run_1/layer_met1.png
Cells faint in the background.
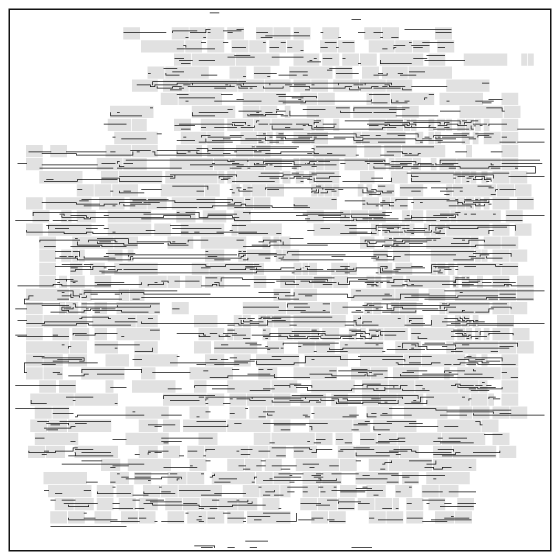
run_1/layer_met2.png
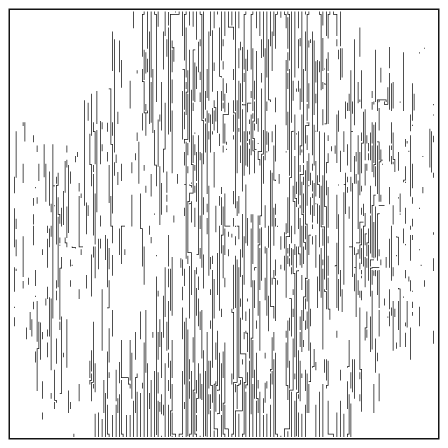
run_1/layer_met4.png
Cells faint in the background.
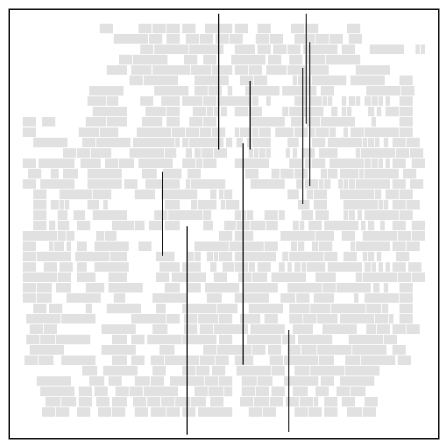
### src/rtl/load_store_unit.sv
// Load/store stage in front of a word-organised data memory with registered read.
// Optional misaligned word-access fault: define LSU_ALIGN_CHECK_EN.
module load_store_unit #(
  parameter int unsigned MEM_WORDS = 32
) (
  input  logic        clk,
  input  logic        reset,
  input  logic        start,
  input  logic        isLoad,
  input  logic        byteAccess,
  input  logic [31:0] address,
  input  logic [31:0] storeData,
  output logic        busy,
  output logic        done,
  output logic [31:0] loadData,
  output logic        fault,
  output logic [31:0] memAddr,
  output logic [31:0] memDataIn,
  output logic        memEnable,
  output logic        memReadNotWrite,
  input  logic [31:0] memDataOut
);

  typedef enum logic [2:0] {IDLE, RD, CAP, WR, DONE} state_t;

  state_t      state, stateNext;
  logic        reqLoad, reqByte;
  logic [1:0]  reqLane;
  logic [7:0]  reqByteData;
  logic        misaligned_c;
  logic        faultNext;
  logic [31:0] memDataInNext;
  logic [31:0] mergedWord_c;
  logic [31:0] laneByte_c;

`ifdef LSU_ALIGN_CHECK_EN
  assign misaligned_c = !byteAccess && (address[1:0] != 2'b00);
`else
  assign misaligned_c = 1'b0;
`endif

  // Read word with the addressed lane replaced by the store byte
  always_comb begin
    mergedWord_c = memDataOut;
    case (reqLane)
      2'd0:    mergedWord_c[7:0]   = reqByteData;
      2'd1:    mergedWord_c[15:8]  = reqByteData;
      2'd2:    mergedWord_c[23:16] = reqByteData;
      default: mergedWord_c[31:24] = reqByteData;
    endcase
  end

  assign laneByte_c = {24'h0, memDataOut[{reqLane, 3'b000} +: 8]};

  always_ff @(posedge clk or posedge reset) begin
    if (reset) state <= IDLE;
    else       state <= stateNext;
  end

  always_comb begin
    stateNext     = state;
    faultNext     = 1'b0;
    memDataInNext = 32'h0;
    case (state)
      IDLE: begin
        if (start) begin
          if (misaligned_c) begin
            stateNext = DONE;
            faultNext = 1'b1;
          end else if (isLoad || byteAccess) begin
            stateNext = RD;
          end else begin
            stateNext     = WR;
            memDataInNext = storeData;
          end
        end
      end
      RD:  stateNext = CAP;
      CAP: begin
        // Only loads and byte stores pass through CAP
        if (reqLoad) begin
          stateNext = DONE;
        end else begin
          stateNext     = WR;
          memDataInNext = mergedWord_c;
        end
      end
      WR:      stateNext = DONE;
      DONE:    stateNext = IDLE;
      default: stateNext = IDLE;
    endcase
  end

  // Outputs registered from the next state so they line up with the state they belong to
  always_ff @(posedge clk or posedge reset) begin
    if (reset) begin
      busy            <= 1'b0;
      done            <= 1'b0;
      fault           <= 1'b0;
      memEnable       <= 1'b0;
      memReadNotWrite <= 1'b1;
      memAddr         <= 32'h0;
      memDataIn       <= 32'h0;
      loadData        <= 32'h0;
      reqLoad         <= 1'b0;
      reqByte         <= 1'b0;
      reqLane         <= 2'b00;
      reqByteData     <= 8'h0;
    end else begin
      busy            <= (stateNext != IDLE);
      done            <= (stateNext == DONE);
      fault           <= faultNext;
      memEnable       <= (stateNext == RD) || (stateNext == WR);
      memReadNotWrite <= (stateNext != WR);
      memDataIn       <= memDataInNext;
      if (state == IDLE && start) begin
        reqLoad     <= isLoad;
        reqByte     <= byteAccess;
        reqLane     <= address[1:0];
        reqByteData <= storeData[7:0];
        memAddr     <= {2'b00, address[31:2]};
      end
      if (state == CAP && reqLoad) begin
        loadData <= reqByte ? laneByte_c : memDataOut;
      end
    end
  end

endmodule

### config.mk
export PLATFORM = sky130hd
export DESIGN_NAME = load_store_unit
export DESIGN_NICKNAME = d
export VERILOG_FILES = /design/src/rtl/load_store_unit.sv
export SDC_FILE = /design/constraint.sdc
export NUM_CORES = 1
export LEC_CHECK = 0
export CORE_MARGIN = 3
export CORE_UTILIZATION = 45
export CTS_BUF_LIST = sky130_fd_sc_hd__clkbuf_8
export CTS_CLUSTER_SIZE = 8
export DETAILED_ROUTE_END_ITERATION = 8
export PLACE_DENSITY = 0.85
export SETUP_SLACK_MARGIN = 0.1
export SLEW_MARGIN = 40
export SYNTH_ARGS = -nofsm -noshare
export SYNTH_HDL_FRONTEND = slang
export SYNTH_SLANG_ARGS = --single-unit
### constraint.sdc
create_clock -name clk -period 4.4 [get_ports clk]
set_input_delay 0.44 -clock clk [delete_from_list [all_inputs] [get_ports clk]]
set_output_delay 0.44 -clock clk [all_outputs]
set_load 0.05 [all_outputs]
==> out/results.ini, run 1 <==
[run_status]
status=finished, final reports clean

[timing]
worst_pin_slew_ns=0.6689
postLayoutSetupSlackWorst_ns=2.221
period_used_share=0.4952
slew_headroom=0.5540
drv_slew=0
finalHoldViolCount=0
clock_skew_ns=0.01077
fmax_mhz=459.0
rsz0062_at_grt=false
timing.setup.tns_ns=0
min_period_ns=2.179
hold_ws_ns=0.4222
setup_violations=0

[setup_path]
path_cells=clkdlybuf4s50_1
critPathBufInv=1
crit_family=buffers and inverters
reg2reg_depth=3
r2r_end=memDataIn[9]
crit_path_top_delay_cell=clkdlybuf4s50_1
critPathKind=flip-flop to output pin
critical_path_arrival_ns=1.74
required_ns=3.96
cpPeakStageDelay_ns=0.79
timing.critical_path.from=memReadNotWrite
r2r_setup_slack_ns=2.46
r2r-start=reqLane[0]
critPathMaxFanout=1
cp-end-kind=output pin
cp-start-kind=flip-flop

[synthesis]
ys_sh_aoi=0.1587
edf_count=0
synth.top_cell.area_share=0.5512
ys_seq_share=0.5563
simple_gate_share=0.06914
ys_types=32
synth_area_leader_cell=dfrtp_1
ys_sh_xor=0
avgSynthCellArea_um2=12.81
yosys_cells=397
synth_area_um2=5085
async_flop_share=1.000
ys_sh_mux=0.1695
ys_warn_count=0
area_leaders=dfrtp_1, mux2_1, o2bb2ai_2, mux2i_1, nand2_1
synth-seq-cells=113
syn_inst=397
ys_area_um2=5085
flop_cell=dfrtp_1
topCombFamilyByArea=multiplexers
adder_share=0

[clock_tree]
h-tree-depth=4
cts_resized=0
cts_tree=done
hold_buffers=0
clkTransAtPathRegs_ns=0.07
clk_latency_ns=0.43
clockRootBuffer=clkbuf_8
cts_buffer_depth=2
cts_buffers=17
cts.sinks=113
cts_setup_buffers=0

[place]
place_ws_ns=2.152
gp_congestion=0.7843
hpwl_um=10740
place_area_um2=7078
numPortBuffers=198
dp.cells=709

[power]
total_power_mw=6.036
peakVddDrop_uv=511.0
p_per_area_nw_per_um2=807.9
leakagePower_nw=3.237

[grt]
gr-usage-met3=0.05606
grt_use_total=0.2349
antenna_found_initial=0
grt_pass1_vias=4210
gr-total-overflow=0
grt_max_degree=57
busiest_layer=met2
grt_pass1_wl_um=22950

[job]
maxCapViolCount=0
warnings=26

[drt]
ant_nets=0
drtPass1Iterations=5
drc=0
via_per_inst=5.281
wire_per_inst_um=19.45
drtIter0Drc=234

[floorplanning]
die_h_um=112.3
fp.dieArea_um2=12610
rows=38
io-pin-count=202
fp-utilization=0.4650
die_x_um=112.3
core-area_um2=10940

[finish]
fillers=811
drive_above_1_share=0.1281
syn_to_final_growth_pct=46.95
fin_area_um2=7472
layout_top_cell=clkdlybuf4s50_1
fin_util=0.6833
layout_top_cells=clkdlybuf4s50_1, dfrtp_1, nand2_1
antenna_cells=0
fin_cells=741
final_nets=689

[hold_path]
hp-class=input pin to async pin

-- layer_met1.png (at the start) --
main direction	horizontal
longest straight run	44.6 um
wire length on this layer	5800 um
M1 GR Usage: 0.3031
routed vias: 3913
Total Wirelength: 14410 um

-- layer_met2.png (at the start) --
wire length on this layer	7340 um
main direction	vertical
met2 usage: 0.3878

-- layer_met4.png (at the start) --
wire length on this layer	315 um
main direction	vertical
nets with wire on the layer	8
longest straight run	57.8 um

==> run 1: cells in the mapped netlist, types with 2 or more instances <==
cell type / number
o2bb2ai_1: 2
a21oi_1: 24
inv_1: 2
nor2_1: 11
nor3b_1: 2
a211o_1: 8
buf_2: 11
clkbuf_1: 7
dfrtp_1: 112
o21ai_0: 12
o2bb2ai_2: 29
o21ai_1: 14
and2_1: 2
buf_4: 9
mux2_1: 40
buf_12: 3
mux2i_1: 40
nand2_1: 51
nand2b_1: 5
==> run 1: worst max path at each step <==
stage / to / slack (ns) / cells past startpoint
after floorplan: busy / 0.97 / 1
after global placement: memDataIn[20] / 2.19 / 4
after detailed placement: reqByteData[0] / 2.15 / 4
after CTS: memReadNotWrite / 2.19 / 1
after global routing: memReadNotWrite / 2.16 / 1
final: memReadNotWrite / 2.22 / 1
==> run 1: layout make-up <==
cell class	instances	area, um^2	area share
Clock buffer	17	234.0	0.03131
Clock inverter	15	158.9	0.02127
Inverter	2	10.01	0.001340
Multi-Input combinational cell	252	2052	0.2746
Sequential cell	113	2830	0.3788
Tap cell	140	175.2	0.02344
Timing Repair Buffer	202	2012	0.2693
==> run 1: power breakdown <==
group,total [mW],internal [mW],switching (mW)
combinational,3.25,1.15,2.11
sequential,1.81,1.47,0.339
clock,0.974,0.508,0.466
==> run 1: per-layer routing <==
metal,share of wire,up-vias,routed length (um)
met5,0,-,0
met4,0.022,0,314
met3,0.066,20,955
met2,0.51,160,7342
met1,0.40,1932,5798
li1,-,1801,-
==> run 1: registers in the layout (all words and copies together), names as in the netlist <==
signal           count
loadData            32
memReadNotWrite      1
busy                 1
reqByte              1
memEnable            1
memDataIn           32
reqLane              2
reqByteData          8
memAddr             30
reqLoad              1
done                 1
state                3
==> run 1 -> run 2 <==
- CORE_UTILIZATION: 45 -> 41
- PLACE_DENSITY: 0.85 -> 0.81
- clock period: 4.4 -> 2 ns (I/O delays scaled with it)
==> run 2 against run 1 <==
Global-route usage fell by 2.0 points; clock power is 110% higher; hold slack got worse by 0.26 ns; sequential cell count did not move; sequential share of layout area fell by 0.85 points; non-clock buffer count rose by 11; clock skew about the same; via count increased by 0.23%; register-to-register slack worse by 2.2 ns; highest routed layer unchanged.
==> out/results.ini, run 2 <==
[synthesis]
simple_gate_share=0.06914  ; unchanged
flop_cell=dfrtp_1  ; unchanged
ys_types=32  ; unchanged
synth.most_common_cell=dfrtp_1  ; unchanged
yosys_cells=397  ; unchanged
ys_area_um2=5085  ; unchanged
ys_sh_xor=0  ; unchanged
synth_area_leader_cell=dfrtp_1  ; unchanged
adder_share=0  ; unchanged
async_flop_share=1.000  ; unchanged
top_cells_by_count=dfrtp_1, nand2_1, mux2_1, mux2i_1, o2bb2ai_2  ; unchanged
synth-seq-cells=113  ; unchanged
ys_warn_count=0  ; unchanged
ys_sh_aoi=0.1587  ; unchanged
synth_area_um2=5085  ; unchanged
synth.top_cell.area_share=0.5512  ; unchanged
ys_sh_mux=0.1695  ; unchanged
topCombFamilyByArea=multiplexers  ; unchanged
ys_seq_share=0.5563  ; unchanged
avgSynthCellArea_um2=12.81  ; unchanged

[timing]
setup_violations=0  ; unchanged
rsz0062_at_grt=false  ; unchanged
hold_ws_ns=0.1578  ; was 0.4222 ns
min_period_ns=1.819
timing.setup.tns_ns=0  ; unchanged
clock_skew_ns=0.01069  ; was 0.01077 ns
slew_headroom=0.5906  ; was 0.5540
period_used_share=0.9096
fmax_mhz=549.7
finalHoldViolCount=0  ; unchanged
worst_pin_slew_ns=0.6134  ; was 0.6689 ns
drv_slew=0  ; unchanged

[setup_path]
cp-end-kind=output pin  ; unchanged
crit_path_top_delay_cell=clkdlybuf4s50_1  ; unchanged
reg2reg_depth=3  ; unchanged
critPathKind=flip-flop to output pin  ; unchanged
required_ns=1.80  ; was 3.96 ns
critical_path_arrival_ns=1.62  ; was 1.74 ns
path_cells=clkdlybuf4s50_1  ; unchanged
r2r_setup_slack_ns=0.27  ; was 2.46 ns
cp-start-kind=flip-flop  ; unchanged
r2r-start=state[2]  ; was reqLane[0]
critPathBufInv=1  ; unchanged
cpPeakStageDelay_ns=0.83  ; was 0.79 ns
critPathMaxFanout=2  ; was 1
crit_family=buffers and inverters  ; unchanged
r2r_end=state[1]  ; was memDataIn[9]

[clock_tree]
clk_latency_ns=0.43  ; about the same
cts_tree=done  ; unchanged
cts_buffers=17  ; unchanged
hold_buffers=0  ; unchanged
h-tree-depth=4  ; unchanged
cts_buffer_depth=2  ; unchanged
clockRootBuffer=clkbuf_8  ; unchanged
cts_setup_buffers=0  ; unchanged
clkTransAtPathRegs_ns=0.06  ; was 0.07 ns
cts.sinks=113  ; unchanged

[drt]
ant_nets=0  ; unchanged
wire_per_inst_um=18.68  ; was 19.45 um
drtIter0Drc=307  ; was 234
via_per_inst=5.028  ; was 5.281
drc=0  ; unchanged
drtPass1Iterations=4  ; was 5

[floorplanning]
io-pin-count=202  ; unchanged
fp.dieArea_um2=13770  ; was 12610 um^2
die_h_um=117.4  ; was 112.3 um
rows=40  ; was 38

[power]
leakagePower_nw=3.333  ; was 3.237 nW
p_per_area_nw_per_um2=1750  ; was 807.9 nW/um^2
peakVddDrop_uv=798.2  ; was 511.0 uV

[grt]
grt_pass1_vias=4121  ; was 4210
grt_pass1_wl_um=22870  ; was 22950 um
grt_max_degree=57  ; unchanged
grt_use_total=0.2145  ; was 0.2349
antenna_found_initial=0  ; unchanged
gr-total-overflow=0  ; unchanged

[job]
warnings=26  ; unchanged
maxCapViolCount=0  ; unchanged

[finish]
layout.area.comb_um2=2047  ; was 2052 um^2
antenna_cells=0  ; unchanged
fillers=972  ; was 811
fin_area_um2=7640  ; was 7472 um^2
final_nets=700  ; was 689
layout_top_cell=clkdlybuf4s50_1  ; unchanged
layout_top_cells=clkdlybuf4s50_1, dfrtp_1, nand2_1  ; unchanged
drive_above_1_share=0.1307  ; was 0.1281
reg.largest.list=loadData x32, memDataIn x32, memAddr x30  ; unchanged
syn_to_final_growth_pct=50.25  ; was 46.95%

[place]
numPortBuffers=198  ; unchanged
place_area_um2=7254  ; was 7078 um^2
hpwl_um=11210  ; was 10740 um
gp_congestion=0.8185  ; was 0.7843

[hold_path]
hp-class=input pin to async pin  ; unchanged

[run_status]
status=finished, final reports clean  ; unchanged

-- run 2: cell families (layout without fill, tap and decap cells) --
logic type | Yosys count | in the layout
other | 1 | 3
AND-OR/OR-AND | 91 | 91
flip-flops | 113 | 113
buffers and inverters | 34 | 247
multiplexers | 81 | 81
AND/OR/NAND/NOR | 77 | 77
-- run 2: where the power goes --
part / leakage (nW) / switching (mW) / internal (mW)
Sequential: 1.41 / 0.680 / 3.23
Clock: 0.223 / 0.861 / 1.21
Combinational: 1.70 / 4.72 / 2.67
Total: 3.33 / 6.26 / 7.11
-- run 2: timing repair --
item                                    CTS  global route
endpoints found under the hold margin     0             0
resized                                   1             0
endpoints found under the setup margin    1             0
-- run 2: metrics by stage --
stage / setup slack, ns / instances / power, mW
after global placement: 0.2554 / 748 / 11.20
final: 0.1807 / 780 / 13.37
after global routing: 0.1104 / 780 / 14.00
after detailed placement: 0.1914 / 748 / 11.37
after CTS: 0.1389 / 780 / 13.48
after floorplan: 0.4294 / 399 / 8.810
-- run 2: layout make-up --
type | instances | share of cell area
Clock buffer | 21 | 0.03783
Inverter | 2 | 0.001474
Clock inverter | 11 | 0.01277
Tap cell | 168 | 0.02751
Sequential cell | 113 | 0.3703
Multi-Input combinational cell | 252 | 0.2679
Timing Repair Buffer | 213 | 0.2822
-- run 2: metal layers --
layer  track usage  wire (um)
met5             0          0
met4       0.07771        303
met3       0.05882        798
met2        0.3559       7402
met1        0.2703       6063
-- run 2: worst max path at each step --
stage | to | from | cells past startpoint | slack [ns]
floorplan | busy | reset | 1 | 0.43
global placement | reqByteData[3] | start | 4 | 0.26
detailed placement | reqByteData[6] | start | 4 | 0.19
CTS | memAddr[17] | memAddr[17] | 1 | 0.14
global route | loadData[2] | loadData[2] | 1 | 0.11
finish | loadData[4] | loadData[4] | 1 | 0.18
run_2/layer_met4.png
Cells faint in the background.
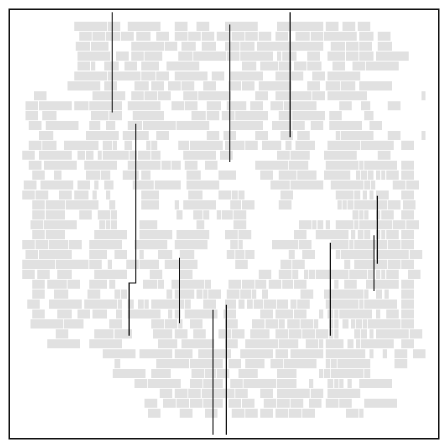
share of all routed wire	2.1%
wire length on this layer	304 um
longest straight run	43.5 um
routed vias: 3922
Total Wirelength: 14570 um

run_2/cell_density.png
Scale bar: 20 um. 12 x 12 tiles, from dark blue (low) to red (high), 0 to 100% covered.
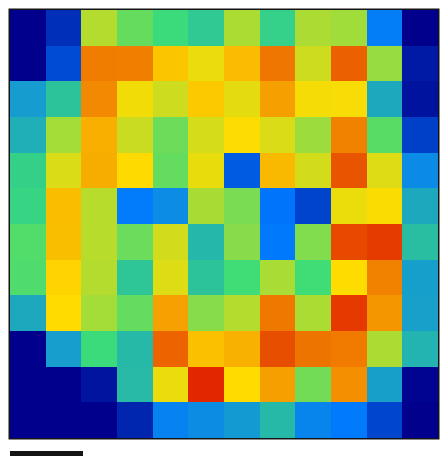
nearly empty tiles	7.6%
mean over tiles	54%
fullest tile	96%
core area: 12060 um^2
final core utilization: 0.6334
Initial Utilization: 0.4216

run_2/layer_met2.png
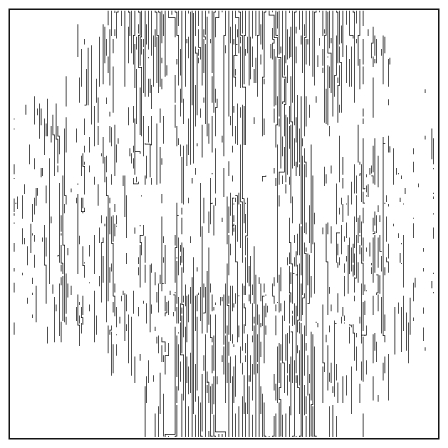
main direction	vertical
share of all routed wire	51%
wire length on this layer	7400 um
longest straight run	54.4 um
nets with wire on the layer	634
met2 usage: 0.3559

==> run 2 -> run 3 <==
- ABC_CLOCK_PERIOD_IN_PS: not set -> 2000
- CORE_ASPECT_RATIO: not set -> 1.75
==> run 3 against run 2 <==
Final area rose by 0.49%; combinational power up 0.9%; sequential cell count did not move; routed wire length grew 5.1%; critical path depth stayed put; via count decreased by 0.20%; power is 2.7% higher; clock power grew 15%; sequential power about the same; maximum frequency fell by 1.1%; sequential share of layout area shrank 0.18 points; first-iteration DRC count fell by 26%; critical path type unchanged; critical endpoint is now loadData[8].
==> out/results.ini, run 3 <==
[run_status]
status=finished, final reports clean  ; unchanged

[finish]
fillers=985  ; was 972
layout.area.comb_um2=2047  ; unchanged
final_nets=701  ; was 700

[floorplanning]
fp.dieArea_um2=13830  ; was 13770 um^2
io-pin-count=202  ; unchanged
rows=53  ; was 40
die_h_um=153.3  ; was 117.4 um
fp-utilization=0.4213  ; was 0.4216

[synthesis]
yosys_cells=397  ; unchanged
avgSynthCellArea_um2=12.81  ; unchanged
ys_types=32  ; unchanged
ys_sh_xor=0  ; unchanged
syn_inst=397  ; unchanged
top_cells_by_count=dfrtp_1, nand2_1, mux2_1, mux2i_1, o2bb2ai_2  ; unchanged
simple_gate_share=0.06914  ; unchanged
ys_seq_share=0.5563  ; unchanged
ys_sh_aoi=0.1587  ; unchanged
synth_area_um2=5085  ; unchanged
synth-seq-cells=113  ; unchanged
edf_count=0  ; unchanged
synth.most_common_cell=dfrtp_1  ; unchanged
flop_cell=dfrtp_1  ; unchanged
ys_sh_mux=0.1695  ; unchanged

[timing]
drv_slew=0  ; unchanged
fmax_mhz=543.4  ; was 549.7 MHz
rsz0062_at_grt=false  ; unchanged
worst_pin_slew_ns=0.6356  ; was 0.6134 ns
clock_skew_ns=0.008130  ; was 0.01069 ns
postLayoutSetupSlackWorst_ns=0.1598  ; was 0.1807 ns
finalHoldViolCount=0  ; unchanged

[place]
gp_congestion=0.8849  ; was 0.8185
numPortBuffers=198  ; unchanged
place_ws_ns=0.1621  ; was 0.1914 ns

[setup_path]
critPathMaxFanout=2  ; unchanged
cpPeakStageDelay_ns=0.86  ; was 0.83 ns
crit_family=buffers and inverters  ; unchanged
r2r_end=state[1]  ; unchanged
timing.critical_path.from=loadData[8]  ; was loadData[4]
path_cells=clkdlybuf4s50_1  ; unchanged
reg2reg_depth=3  ; unchanged
cp-start-kind=flip-flop  ; unchanged
r2r_setup_slack_ns=0.22  ; was 0.27 ns
critPathBufInv=1  ; unchanged
cp.depth=1  ; unchanged
critical_path_arrival_ns=1.64  ; was 1.62 ns

[drt]
drtPass1Iterations=4  ; unchanged
drc=0  ; unchanged
via_per_inst=5.037  ; was 5.028

[grt]
antenna_found_initial=0  ; unchanged
gr-total-overflow=0  ; unchanged

[job]
maxCapViolCount=0  ; unchanged

[power]
p_seq_frac=0.283  ; was 0.293
clockPowerShare=0.174  ; was 0.155
leakagePower_nw=3.333  ; about the same
p_comb_frac=0.543  ; was 0.553
p_per_area_nw_per_um2=1788  ; was 1750 nW/um^2

[clock_tree]
cts_resized=1  ; unchanged
clk_latency_ns=0.43  ; about the same
cts_buffer_depth=2  ; unchanged
cts_setup_buffers=0  ; unchanged

## run 3: cell count changes in the layout (fill, tap and decap cells not counted)
cell,change
buf_4,+3
clkinv_4,+1
buf_12,-2
bufinv_16,+2
clkinvlp_4,+1
clkinv_2,+1
inv_1,-6
## run 3: worst min path at each step
stage,cells past startpoint,slack (ns),end
finish,3,0.27,loadData[14]
global route,2,0.32,memDataIn[19]
CTS,3,0.32,memAddr[10]
detailed placement,2,0.47,loadData[26]
global placement,2,0.46,loadData[15]
floorplan,1,0.31,memDataIn[0]
## run 3: cell type report
type / count / area share
flip-flops and latches: 113 / 0.3685
repair buffers: 214 / 0.2785
multi-input cells: 252 / 0.2666
clock buffers: 21 / 0.03765
well taps: 165 / 0.02689
clock inverters: 10 / 0.02037
inverters: 2 / 0.001467
## run 3: logic make-up after synthesis
logic type,count (synthesis)
other,1
muxes,81
AOI/OAI and AO/OA,91
buffers and inverters,34
and+or+nand+nor,77
DFF,113
## run 3: routing by layer
layer | wire length (um) | global-route usage
met5 | 0 | 0
met2 | 8561 | 0.4094
met3 | 643 | 0.05515
met1 | 5417 | 0.2352
met4 | 693 | 0.1183
## run 3: metrics by stage
stage	instance area (um^2)	power (mW)	cells	hold slack, ns
CTS	7677	13.83	777	0.3173
floorplan	5096	8.810	399	0.3135
global route	7677	14.33	777	0.3189
finish	7677	13.73	777	0.2736
detailed placement	7233	11.41	746	0.4715
global placement	7233	11.23	746	0.4622
## run 3: power groups by stage
stage	registers (mW)	clock network, mW	logic [mW]
2_1_floorplan	6.50	0	2.31
3_3_place_gp	3.85	0	7.38
3_5_place_dp	3.91	0	7.50
4_1_cts	3.88	2.43	7.53
5_1_grt	3.99	2.54	7.80
6_report	3.88	2.39	7.46
run_3/cell_density.png
Scale bar: 20 um. 9 x 15 tiles, from dark blue (low) to red (high), 0 to 100% covered.
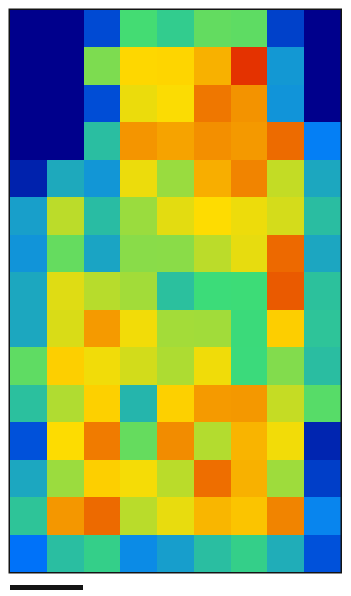
densest ninth of the die	top middle
emptiest ninth of the die	top left
fullest tile	94%
tiles over 75% full	24%
nearly empty tiles	8.1%
core area: 12070 um^2
final core utilization: 0.6361

run_3/congestion.png
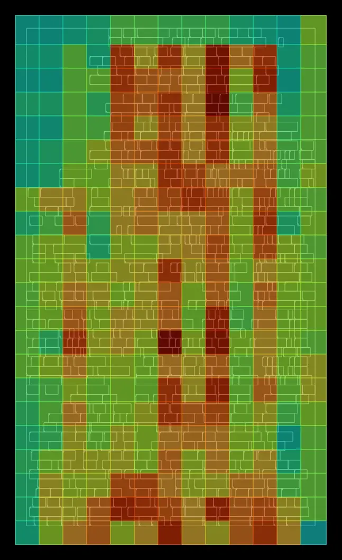
Avg WL per Cell: 19.71 um
GR Util met3: 0.05515
M1 GR Usage: 0.2352

run_3/layer_met2.png
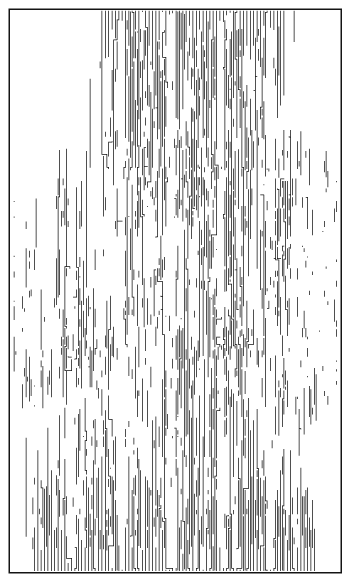
met2 usage: 0.4094
routed vias: 3914

Power and IR drop assume default switching activity.
